File: src/rtl/serial_pkg.sv
// Shared types and constants for the serial transmitter: FSM states, line levels
// and a frame-length helper.
package serial_pkg;

  typedef enum logic [2:0] {IDLE, START, DATA, PARITY, STOP} state_t;

  localparam logic IDLE_LEVEL  = 1'b1;
  localparam logic START_LEVEL = 1'b0;
  localparam logic STOP_LEVEL  = 1'b1;

  // Serial bit periods per frame: start + data + optional parity + stop.
  function automatic int frame_bits(input int width, input bit parity);
    return width + 2 + (parity ? 1 : 0);
  endfunction

endpackage

File: src/rtl/serial_tx_bit_timer.sv
// DIV-cycle bit divider: bit_end pulses on the last cycle of each serial bit.
// The count restarts from zero on clear so every frame begins on a bit boundary.
module bit_timer #(
  parameter int DIV = 4
) (
  input  logic clk,
  input  logic rst,
  input  logic clear,
  input  logic en,
  output logic bit_end
);

  localparam int CW = (DIV > 1) ? $clog2(DIV) : 1;
  localparam logic [CW-1:0] LAST = CW'(DIV - 1);

  logic [CW-1:0] cnt;

  assign bit_end = en && (cnt == LAST);

  always_ff @(posedge clk or posedge rst) begin
    if (rst)          cnt <= '0;
    else if (clear)   cnt <= '0;
    else if (en)      cnt <= bit_end ? '0 : cnt + 1'b1;
  end

endmodule

File: src/rtl/serial_tx.sv
// Framed LSB-first parallel-to-serial transmitter, one bit every DIV clocks.
// Define SERIAL_TX_PARITY_EN to insert an even-parity bit before the stop bit.
module serial_tx
  import serial_pkg::*;
#(
  parameter int WIDTH = 8,
  parameter int DIV   = 4
) (
  input  logic             Clk,
  input  logic             Reset,
  input  logic [WIDTH-1:0] Data,
  input  logic             Load,
  output logic             Ready,
  output logic             Busy,
  output logic             D
);

  localparam int BW = (WIDTH > 1) ? $clog2(WIDTH) : 1;
  localparam logic [BW-1:0] LAST_BIT = BW'(WIDTH - 1);

  state_t           state, state_nxt;
  logic [WIDTH-1:0] shift, shift_nxt;
  logic [BW-1:0]    bcnt, bcnt_nxt;
  logic             accept, bit_end, d_nxt;

  assign accept = Load && (state == IDLE);

  bit_timer #(.DIV(DIV)) u_timer (
    .clk     (Clk),
    .rst     (Reset),
    .clear   (accept),
    .en      (state != IDLE),
    .bit_end (bit_end)
  );

`ifdef SERIAL_TX_PARITY_EN
  // Parity is taken from the word at capture time, not from the shifting copy.
  logic par;
  always_ff @(posedge Clk or posedge Reset) begin
    if (Reset)       par <= 1'b0;
    else if (accept) par <= ^Data;
  end
`endif

  always_comb begin
    state_nxt = state;
    shift_nxt = shift;
    bcnt_nxt  = bcnt;
    case (state)
      IDLE:  if (accept) begin
               state_nxt = START;
               shift_nxt = Data;
               bcnt_nxt  = '0;
             end
      START: if (bit_end) state_nxt = DATA;
      DATA:  if (bit_end) begin
               if (bcnt == LAST_BIT) begin
`ifdef SERIAL_TX_PARITY_EN
                 state_nxt = PARITY;
`else
                 state_nxt = STOP;
`endif
               end else begin
                 shift_nxt = shift >> 1;
                 bcnt_nxt  = bcnt + 1'b1;
               end
             end
`ifdef SERIAL_TX_PARITY_EN
      PARITY: if (bit_end) state_nxt = STOP;
`endif
      STOP:  if (bit_end) state_nxt = IDLE;
      default: state_nxt = IDLE;
    endcase

    // Line level is derived from the next state so D is a clean register output.
    d_nxt = IDLE_LEVEL;
    case (state_nxt)
      START:   d_nxt = START_LEVEL;
      DATA:    d_nxt = shift_nxt[0];
`ifdef SERIAL_TX_PARITY_EN
      PARITY:  d_nxt = par;
`endif
      STOP:    d_nxt = STOP_LEVEL;
      default: d_nxt = IDLE_LEVEL;
    endcase
  end

  always_ff @(posedge Clk or posedge Reset) begin
    if (Reset) begin
      state <= IDLE;
      shift <= '0;
      bcnt  <= '0;
      D     <= IDLE_LEVEL;
      Ready <= 1'b1;
      Busy  <= 1'b0;
    end else begin
      state <= state_nxt;
      shift <= shift_nxt;
      bcnt  <= bcnt_nxt;
      D     <= d_nxt;
      Ready <= (state_nxt == IDLE);
      Busy  <= (state_nxt != IDLE);
    end
  end

endmodule
File: config.mk
export PLATFORM = sky130hd
export DESIGN_NAME = serial_tx
export DESIGN_NICKNAME = d
export VERILOG_FILES = /design/src/rtl/serial_pkg.sv /design/src/rtl/serial_tx_bit_timer.sv /design/src/rtl/serial_tx.sv
export SDC_FILE = /design/constraint.sdc
export NUM_CORES = 1
export LEC_CHECK = 0
export CORE_UTILIZATION = 31
export CTS_BUF_LIST = sky130_fd_sc_hd__clkbuf_16
export DETAILED_ROUTE_END_ITERATION = 8
export SLEW_MARGIN = 20
export SYNTH_ARGS = -nofsm -noshare
export SYNTH_HDL_FRONTEND = slang
export SYNTH_SLANG_ARGS = --single-unit
File: constraint.sdc
create_clock -name Clk -period 4.1 [get_ports Clk]
set_input_delay 1.23 -clock Clk [delete_from_list [all_inputs] [get_ports Clk]]
set_output_delay 1.23 -clock Clk [all_outputs]
set_load 0.03 [all_outputs]
Fig. 1: run 1, clock network drawn from the DEF
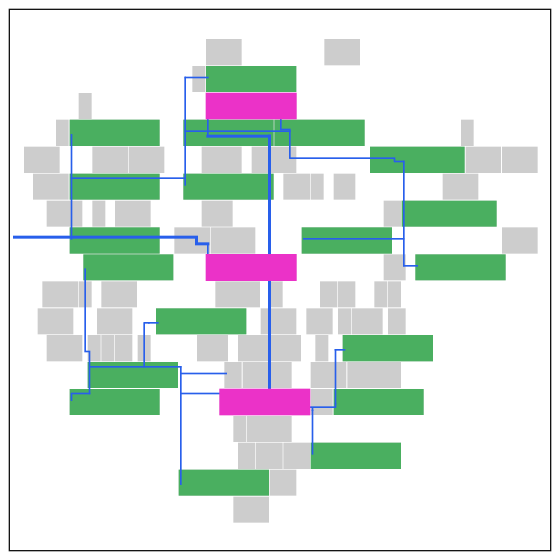
blue -> clock wires  # length 221 um
magenta -> clock drivers  # count 3
green -> flip-flops  # count 19
routed clock nets = 4

Fig. 2: run 1, cell placement
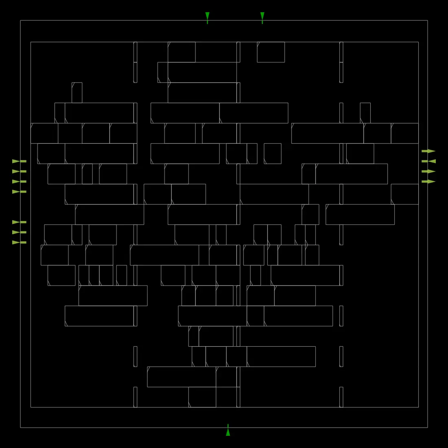
register fraction of the total cell area: 44.0%
Flops: 19
Tap Cells: 30
Fillers: 249
Post-Route Utilization: 42.7%

==> summary.txt, run 1 <==
Reports from this run.

- For reference, the top cells by count after synthesis are dfrtp_1, inv_1, a222oi_1, nand2_1.
- STA classifies the critical path endpoint as a primary output.
- The and-or/or-and share of the synthesized area is approximately 18%.
- The clock tree cell share of total cell area reads under 10%.
- The routed layout reports a DRC error count of 0.
- The layer flagged by global routing as most heavily used is met2.
- The cell class with the largest area share reads sequential cells.
- The routed length on met3 reads 65 um.
- The number of cell rows is 18.
- The flow ran to the end, and the final reports show no timing, DRC or antenna violations.
- On the critical path the largest part of the delay comes from buffers and inverters.
- The routed wirelength on the met1 layer is recorded as 660 um.
- The flip-flop and latch power is 322 uW.
- Listed in order, past its start point the critical path passes clkdlybuf4s50_1.
- The vertical extent of the die is between 50 and 60 um.
- By area the synthesized netlist is led by dfrtp_1, a222oi_1, dfstp_2.
- The number of top-level pins reads 14.
- The initial antenna violation count came to 0.
- Per report_power, the top consumer among the power groups is registers.
- The met2 usage in global routing is between 15 and 20%.
- STA puts the critical path data arrival time at 1.41 ns.
- The basic-gate share of the synthesized area counting and, or, nand and nor cells reads 15.0%.
- The library cell contributing the largest single delay on the critical path reads clkdlybuf4s50_1.
Fig. 3: run 1, drive-strength map
The bar under the picture is 20 um long.
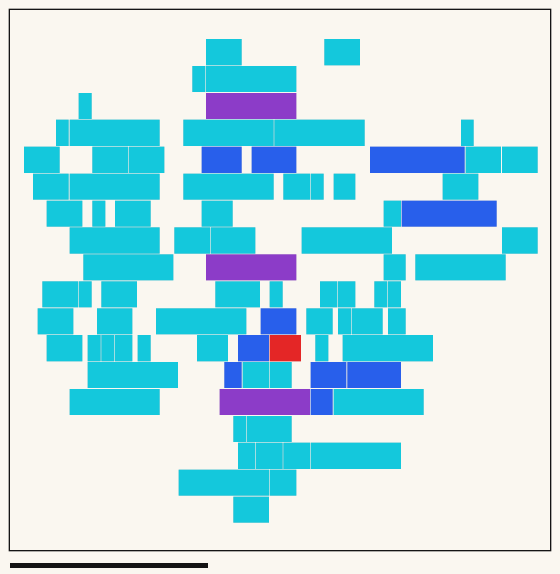
blue -> _2 cells  # cells 10, share 11%
cyan -> _0 and _1 cells  # cells 73, share 84%
purple -> _6 and larger  # cells 3, share 3.4%
red -> _3 and _4 cells  # cells 1, share 1.1%

Fig. 4: run 1, sequential cells coloured by netlist name
Other sequential cells in the stronger grey, the rest of the logic in the fainter grey.
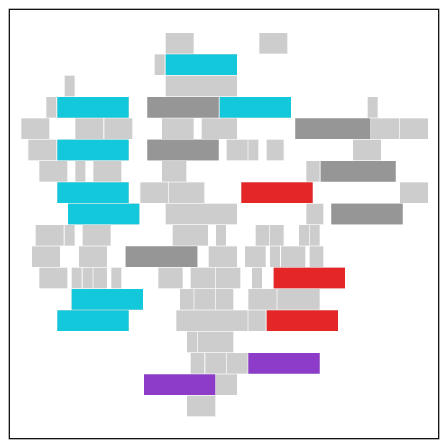

==> run 1 -> run 2 <==
==> constraint.sdc (replaced) <==
create_clock -name Clk -period 2.4 [get_ports Clk]
set_input_delay 0.72 -clock Clk [delete_from_list [all_inputs] [get_ports Clk]]
set_output_delay 0.72 -clock Clk [all_outputs]
set_load 0.03 [all_outputs]
Fig. 5: run 2, sequential cells coloured by netlist name
Other sequential cells in the stronger grey, the rest of the logic in the fainter grey.
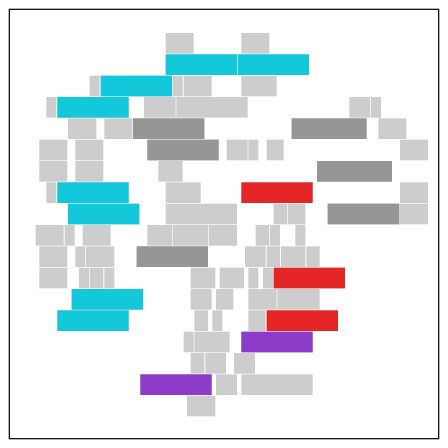
red -> state  # placed flops 3
cyan -> shift  # placed flops 8
purple -> u_timer.cnt  # placed flops 2
not coloured = 6

==> run 2 against run 1 <==
Against the previous run: non-clock buffer count is 1 higher; final cell count is 0.85% higher; worst setup slack worse by 1.2 ns; first-iteration DRC count is 29% lower; global-route usage is 0.081 points lower; sequential cell count stayed put; wire length is 0.69% lower; critical path depth stayed put; sequential power is 71% higher; synthesized cell count stayed put; synthesized area stayed put; register-to-register slack worse by 1.7 ns.
==> summary.txt, run 2 <==
Reports from this run.

- The number of filler instances in the final layout reads 251 (+0.80%).
- The sum of net half-perimeters after detailed placement reads ~1000 um.
- The flip-flop and latch count came to 19 (unchanged).
- The flip-flop and latch share of the layout cell area is 43.7% (-0.30 points).
- STA classifies the critical path endpoint as a primary output.
- The final clock skew reads ~0.0018 ns.
- The most used routing layer reads met2.
- The basic-gate share of the synthesized area counting and, or, nand and nor cells came to 15.0% (unchanged).
- The timing report shows that the slowest cell on the worst path is clkdlybuf4s50_1.
- After synthesis, the cell types taking the most area are dfrtp_1, a222oi_1, dfstp_2.
- The fmax reads roughly 470 MHz.
- The cell class with the largest area share is sequential cells.
- The run finished with clean final reports.
- The number of cell rows reads 18 (unchanged).
- The vertical extent of the die came to 54.6 um (unchanged).
- The kind of cell adding the most delay to the critical path is buffers and inverters.
- Of all power groups, the one with the highest power is registers.
- The and-or/or-and share of the synthesized area is 17.8% (unchanged).
- The DRC violations left is 0 (unchanged).
- For reference, the critical path cell chain is clkdlybuf4s50_1.
- The number of top-level pins is 14 (unchanged).
- The utilization of the core after routing reads 43.0% (+0.30 points).
- The clock tree cell share of total cell area reads 7.32% (-0.051 points).
- Yosys mapped a number of flops with a built-in enable equal to 0.
- The number of tapcells came to 30 (unchanged).
- The met2 usage in global routing is 17.7% (-0.20 points).
- The arrival time reported for the critical path endpoint reads 1.42 ns (about the same).
- The flip-flop and latch power is 551 uW (+71%).
- Counting instances in the post-synthesis netlist gives the leading cell types as dfrtp_1, inv_1, a222oi_1, nand2_1.
- The routed length on met3 reads 55 um (-15%).
- Dividing total power by cell area gives a power density of roughly 1200 nW/um2.
- The detailed-routing wirelength on met1 is 709 um (+7.4%).
- Registers are responsible for between 40% and 50% of the overall power.
Fig. 6: run 2, cell placement
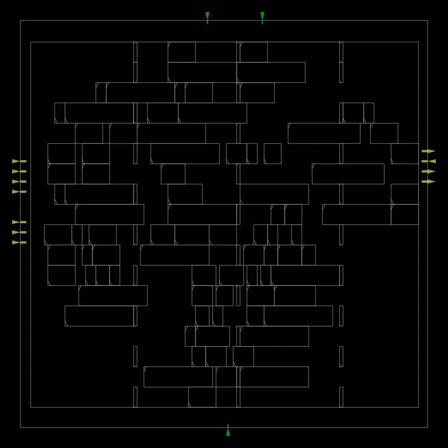

==> run 2 -> run 3 <==
--- a/config.mk
+++ b/config.mk
@@ -5,6 +5,7 @@
 export SDC_FILE = /design/constraint.sdc
 export NUM_CORES = 1
 export LEC_CHECK = 0
+export CORE_ASPECT_RATIO = 0.75
 export CORE_UTILIZATION = 31
 export CTS_BUF_LIST = sky130_fd_sc_hd__clkbuf_16
 export DETAILED_ROUTE_END_ITERATION = 8
Fig. 7: run 3, cell placement
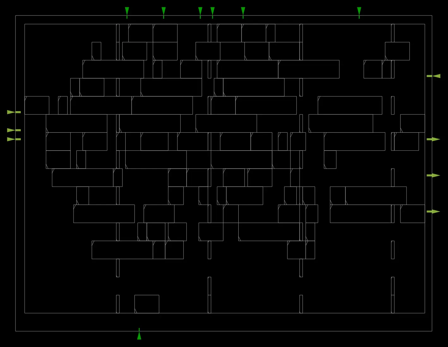
Placement Rows: 16
placeable core region: 2620 um2
Final Instance Count excl. Fillers: 124
register fraction of the total cell area: 43.5%

==> run 3 against run 2 <==
Against the previous run: wire length up 4.7%; critical path depth unchanged; sequential share of layout area down 0.25 points; final cell count up 5.1%; combinational power up 1%; sequential power about the same; sequential cell count unchanged; core utilization down 1.0 points; maximum frequency up 0.38%; die area about the same; register-to-register slack worse by 0.02 ns; largest cell class unchanged.
==> summary.txt, run 3 <==
Reports from this run.

- The most used routing layer is met2.
- The routed length on met3 reads 64 um (+16%).
- The flip-flop and latch power is 551 uW (about the same).
- The number of enable flip-flop cells was 0 (unchanged).
- The number of filler instances in the final layout is 267 (+6.4%).
- The fmax was 470 MHz (+0.38%).
- The heaviest power group is registers.
- The power density over the cells is 1200 nW/um2 (-1.3%).
- Walking the worst path, the cells encountered are clkdlybuf4s50_1.
- The arrival time reported for the critical path endpoint is 1.41 ns (about the same).
- The run finished with clean final reports.
- The utilization of the core after routing was 41.9% (-1.0 points).
- The clock tree cell share of total cell area is 7.17% (-0.16 points).
- The number of tapcells is 36 (+20%).
- In the post-synthesis netlist, the biggest area contributors are dfrtp_1, a222oi_1, dfstp_2.
- The sum of net half-perimeters after detailed placement is 1050 um (+4.9%).
- The vertical extent of the die reads 47.5 um (-13%).
- The cell class with the largest area share is sequential cells.
- In the synthesized netlist, the cells that appear most often are dfrtp_1, inv_1, a222oi_1, nand2_1.
- The kind of cell adding the most delay to the critical path reads buffers and inverters.
- The number of top-level pins was 14 (unchanged).
- The DRC violations left reads 0 (unchanged).
- The and-or/or-and share of the synthesized area reads 17.8% (unchanged).
- The basic-gate share of the synthesized area counting and, or, nand and nor cells is 15.0% (unchanged).
- The flip-flop and latch count was 19 (unchanged).
- The final clock skew is 0.00154 ns (-0.000215 ns).
- STA classifies the critical path endpoint as a primary output.
- The detailed-routing wirelength on met1 is 783 um (+10%).
Power figures rest on the tool's default switching activity, not on a simulated workload.
